**config.mk**
```make
export PLATFORM = sky130hd
export DESIGN_NAME = if_id_queue_flat
export DESIGN_NICKNAME = d
export VERILOG_FILES = /design/src/rtl/if_id_queue_pkg.sv /design/src/rtl/if_id_queue_if.sv /design/src/rtl/if_id_queue.sv /design/src/flat_wrapper.sv
export SDC_FILE = /design/constraint.sdc
export NUM_CORES = 1
export LEC_CHECK = 0
export ABC_AREA = 1
export CAP_MARGIN = 0
export CELL_PAD_IN_SITES_DETAIL_PLACEMENT = 1
export CELL_PAD_IN_SITES_GLOBAL_PLACEMENT = 2
export CORE_AREA = 2 2 123 149
export CTS_CLUSTER_SIZE = 28
export DETAILED_ROUTE_END_ITERATION = 6
export DIE_AREA = 0 0 125 151
export PLACE_DENSITY = 0.89
export SLEW_MARGIN = 20
export SYNTH_ARGS = -nofsm -noshare
export SYNTH_HDL_FRONTEND = slang
export SYNTH_SLANG_ARGS = --single-unit
```
**constraint.sdc**
```tcl
create_clock -name clk -period 6.6 [get_ports clk]
set_clock_uncertainty 0.2 [all_clocks]
set_input_delay 1.32 -clock clk [delete_from_list [all_inputs] [get_ports clk]]
set_output_delay 1.32 -clock clk [all_outputs]
set_load 0.05 [all_outputs]
```
**src/rtl/if_id_queue_pkg.sv**
```systemverilog
// Shared fetch/decode types for the 5-stage core: default widths, the bubble
// instruction and the {instr, pc} entry held by the IF/ID queue.
package core_pkg;

   localparam int unsigned      XLEN_DEFAULT      = 32;
   localparam logic [31:0]      NOP_INSTR_DEFAULT = 32'h0000_0013;

   typedef struct packed {
      logic [XLEN_DEFAULT-1:0] instr;
      logic [XLEN_DEFAULT-1:0] pc;
   } fd_entry_t;

   // An all-zero word is an illegal encoding, so it becomes a bubble instead.
   function automatic logic [XLEN_DEFAULT-1:0] zero_filter(
      input logic [XLEN_DEFAULT-1:0] instr,
      input logic [XLEN_DEFAULT-1:0] nop
   );
      return (instr == '0) ? nop : instr;
   endfunction

endpackage

```
**src/rtl/if_id_queue_if.sv**
```systemverilog
// Handshake bundle between fetch (master) and the IF/ID queue (slave), with
// decode's pop side and the pipeline flush carried alongside.
interface if_id_queue_if #(
   parameter int unsigned XLEN  = core_pkg::XLEN_DEFAULT,
   parameter int unsigned DEPTH = 2
);
   logic                         flush;
   logic                         in_valid;
   logic                         in_ready;
   logic [XLEN-1:0]              instr_in;
   logic [XLEN-1:0]              pc_in;
   logic                         out_valid;
   logic                         out_ready;
   logic [XLEN-1:0]              instr_out;
   logic [XLEN-1:0]              pc_out;
   logic [$clog2(DEPTH+1)-1:0]   count;

   modport master (
      output flush, in_valid, instr_in, pc_in, out_ready,
      input  in_ready, out_valid, instr_out, pc_out, count
   );

   modport slave (
      input  flush, in_valid, instr_in, pc_in, out_ready,
      output in_ready, out_valid, instr_out, pc_out, count
   );

endinterface

```
**src/rtl/if_id_queue.sv**
```systemverilog
// DEPTH-entry IF/ID instruction FIFO with flush and zero-word NOP substitution.
// Define IF_ID_QUEUE_BYPASS_EN for a same-cycle path through an empty queue.
module if_id_queue
   import core_pkg::*;
#(
   parameter int unsigned     XLEN      = XLEN_DEFAULT,
   parameter int unsigned     DEPTH     = 2,
   parameter logic [XLEN-1:0] NOP_INSTR = NOP_INSTR_DEFAULT
) (
   input logic            clk,
   input logic            reset_n,
   if_id_queue_if.slave   bus
);

   localparam int unsigned AW = $clog2(DEPTH);
   localparam int unsigned PW = AW + 1;

   fd_entry_t       storage [DEPTH];
   fd_entry_t       head;
   fd_entry_t       incoming;
   logic [PW-1:0]   wrPtr_q, wrPtr_d;
   logic [PW-1:0]   rdPtr_q, rdPtr_d;
   logic            empty;
   logic            full;
   logic            bypass;
   logic            doPush;
   logic            doPop;

   assign empty = (wrPtr_q == rdPtr_q);
   assign full  = (wrPtr_q[AW] != rdPtr_q[AW]) && (wrPtr_q[AW-1:0] == rdPtr_q[AW-1:0]);

   assign head           = storage[rdPtr_q[AW-1:0]];
   assign incoming.instr = zero_filter(bus.instr_in, NOP_INSTR);
   assign incoming.pc    = bus.pc_in;

`ifdef IF_ID_QUEUE_BYPASS_EN
   assign bypass = empty && bus.in_valid && !bus.flush;
`else
   assign bypass = 1'b0;
`endif

   // A bypassed entry taken by decode in the same cycle never touches storage.
   assign doPush = bus.in_valid && !full && !bus.flush && !(bypass && bus.out_ready);
   assign doPop  = !empty && bus.out_ready && !bus.flush;

   assign bus.in_ready  = !full;
   assign bus.count     = wrPtr_q - rdPtr_q;
   assign bus.out_valid = !empty || bypass;
   assign bus.instr_out = bypass ? incoming.instr : (!empty ? head.instr : NOP_INSTR);
   assign bus.pc_out    = bypass ? incoming.pc    : (!empty ? head.pc    : '0);

   always_comb begin
      wrPtr_d = wrPtr_q;
      rdPtr_d = rdPtr_q;
      if (bus.flush) begin
         wrPtr_d = '0;
         rdPtr_d = '0;
      end else begin
         if (doPush) begin
            wrPtr_d = wrPtr_q + PW'(1);
         end
         if (doPop) begin
            rdPtr_d = rdPtr_q + PW'(1);
         end
      end
   end

   always_ff @(posedge clk or negedge reset_n) begin
      if (!reset_n) begin
         wrPtr_q <= '0;
         rdPtr_q <= '0;
      end else begin
         wrPtr_q <= wrPtr_d;
         rdPtr_q <= rdPtr_d;
      end
   end

   // Entry contents need no reset: outputs are masked whenever the queue is empty.
   always_ff @(posedge clk) begin
      if (doPush) begin
         storage[wrPtr_q[AW-1:0]] <= incoming;
      end
   end

endmodule

```
**src/flat_wrapper.sv**
```systemverilog
// flat-port wrapper written by rule: the top's interface ports become plain ports
module if_id_queue_flat import core_pkg::*;
#(
   parameter int unsigned     XLEN      = XLEN_DEFAULT,
   parameter int unsigned     DEPTH     = 2,
   parameter logic [XLEN-1:0] NOP_INSTR = NOP_INSTR_DEFAULT
)
  (clk, reset_n, bus_flush, bus_in_valid, bus_instr_in, bus_pc_in, bus_out_ready, bus_in_ready, bus_out_valid, bus_instr_out, bus_pc_out, bus_count);
  if_id_queue_if #(.XLEN(XLEN), .DEPTH(DEPTH)) bus_i ();
  input logic clk;
  input logic reset_n;
  input wire logic [$bits(bus_i.flush)-1:0] bus_flush;
  input wire logic [$bits(bus_i.in_valid)-1:0] bus_in_valid;
  input wire logic [$bits(bus_i.instr_in)-1:0] bus_instr_in;
  input wire logic [$bits(bus_i.pc_in)-1:0] bus_pc_in;
  input wire logic [$bits(bus_i.out_ready)-1:0] bus_out_ready;
  output wire logic [$bits(bus_i.in_ready)-1:0] bus_in_ready;
  output wire logic [$bits(bus_i.out_valid)-1:0] bus_out_valid;
  output wire logic [$bits(bus_i.instr_out)-1:0] bus_instr_out;
  output wire logic [$bits(bus_i.pc_out)-1:0] bus_pc_out;
  output wire logic [$bits(bus_i.count)-1:0] bus_count;
  assign bus_i.flush = bus_flush;
  assign bus_i.in_valid = bus_in_valid;
  assign bus_i.instr_in = bus_instr_in;
  assign bus_i.pc_in = bus_pc_in;
  assign bus_i.out_ready = bus_out_ready;
  assign bus_in_ready = bus_i.in_ready;
  assign bus_out_valid = bus_i.out_valid;
  assign bus_instr_out = bus_i.instr_out;
  assign bus_pc_out = bus_i.pc_out;
  assign bus_count = bus_i.count;
  if_id_queue #(.XLEN(XLEN), .DEPTH(DEPTH), .NOP_INSTR(NOP_INSTR)) u_core (.clk(clk), .reset_n(reset_n), .bus(bus_i));
endmodule
```
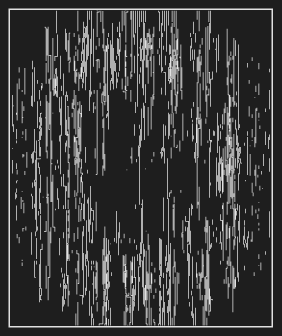
*Met2 routing*
The layer holds 54% of the routed length. The layer carries 7130 um of wire. The wires run mostly vertical. The longest straight run is 52.7 um. 616 nets have wire on it.
routed vias: 4004
GRT met2 Usage: 27.4%

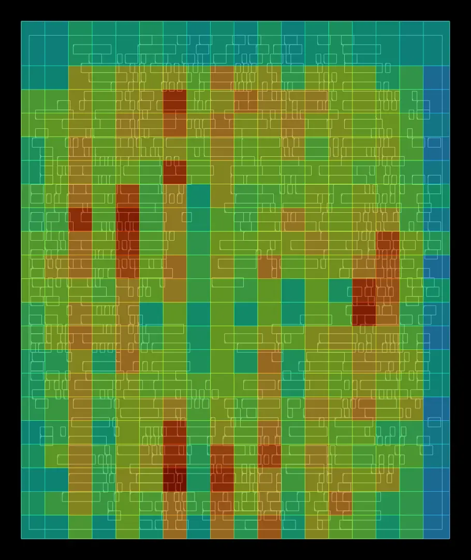
*Routing congestion map*
met1 Use GR: 16.1%
Util after Layout: 44.8%

==> flow_metrics.py <==
# Physical implementation metrics
metrics = {
    "outcome": {
        "status": "completed",
    },
    "layout": {
        "syn_to_final_growth_pct": 37.5,
        "comb_area_mm2": 0.00124,
        "nets": 744,
        "drive_gt1_share_pct": 5.82,
        "diodes": 0,
        "largest_register_ffs": 128,
        "finish.instance_area_mm2": 0.00777,
        "final_cell_mix": "nand2_1 (269), clkdlybuf4s50_1 (136), edfxtp_1 (128)",
        "final_cell_count_no_fill": 907,
    },
    "clock_tree": {
        "clk_latency_ps": 390,
        "cts_setup_buffers": 0,
        "cts_tree": "built",
    },
    "synth": {
        "avgSynthCellArea_um2": 10.0,
        "async_flop_share_pct": 3.03,
        "ys_top_cells_by_count": "nand2_1 (269), edfxtp_1 (128), inv_1 (70)",
        "syn_area_mm2": 0.00566,
        "synth.most_common_cell": "nand2_1",
        "ys_sh_aoi_pct": 0.442,
    },
    "placement": {
        "io_buffers": 136,
        "dp_slack_ps": 1740,
        "place_inst": 875,
    },
    "die": {
        "fp-row-count": 53,
        "die_height_um": 151,
    },
    "drt": {
        "drt-initial-drc-count": 180,
        "drcViolationCount": 0,
        "wl_met1_mm": 5.46,
        "met2_length_mm": 7.13,
    },
    "pwr": {
        "vdd_drop_max_v": 0.000203,
    },
    "setup_path": {
        "worst_setup_path_start_kind": "flip-flop",
        "crit_end": "bus_instr_out[26]",
        "crit_arrival_ps": 3680,
    },
    "hold_path": {
        "hp-start": "u_core.rdPtr_q[1]",
    },
    "sta": {
        "grt_setup_unrepaired": "no",
        "slew_viol_final": 0,
    },
    "job": {
        "max_cap_viol_count": 0,
    },
    "grt": {
        "grt_pass1_wl_mm": 21.3,
    },
}
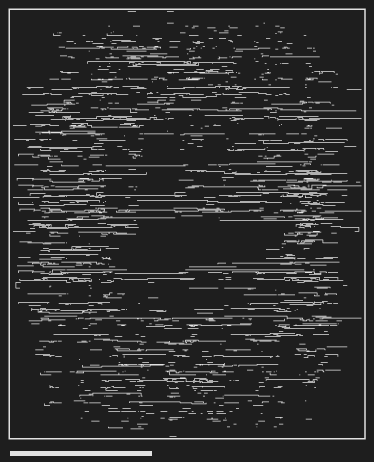
*M1 wires*
The bar under the picture is 50 um long.
The longest straight run is 41.9 um. The layer carries 5460 um of wire. The wires run mostly horizontal. 651 nets have wire on it. The layer holds 41% of the routed length.

==> power by group <==
group / leakage [nW] / total [mW] / internal, mW / switching [mW]
sequential: 1.23 / 0.993 / 0.978 / 0.0153
clock: 0.301 / 0.989 / 0.638 / 0.351
combinational: 1.87 / 1.28 / 0.379 / 0.905
==> area by class of cell <==
type / count / share of cell area, %
sequential: 132 / 50.7
timing repair buffer: 141 / 18.2
multi-input combinational: 312 / 15.9
clock buffer: 18 / 5.52
tap: 220 / 3.54
inverter: 70 / 3.41
clock inverter: 14 / 2.61
==> cells by family (layout without fill, tap and decap cells) <==
logic type	count (synthesis)	count (layout)
AOI/OAI and AO/OA	5	5
xor gates and xnor gates	3	3
adders and majority gates	1	1
buffers and inverters	120	243
DFF	132	132
and+or+nand+nor	303	303
Power and IR drop assume default switching activity.
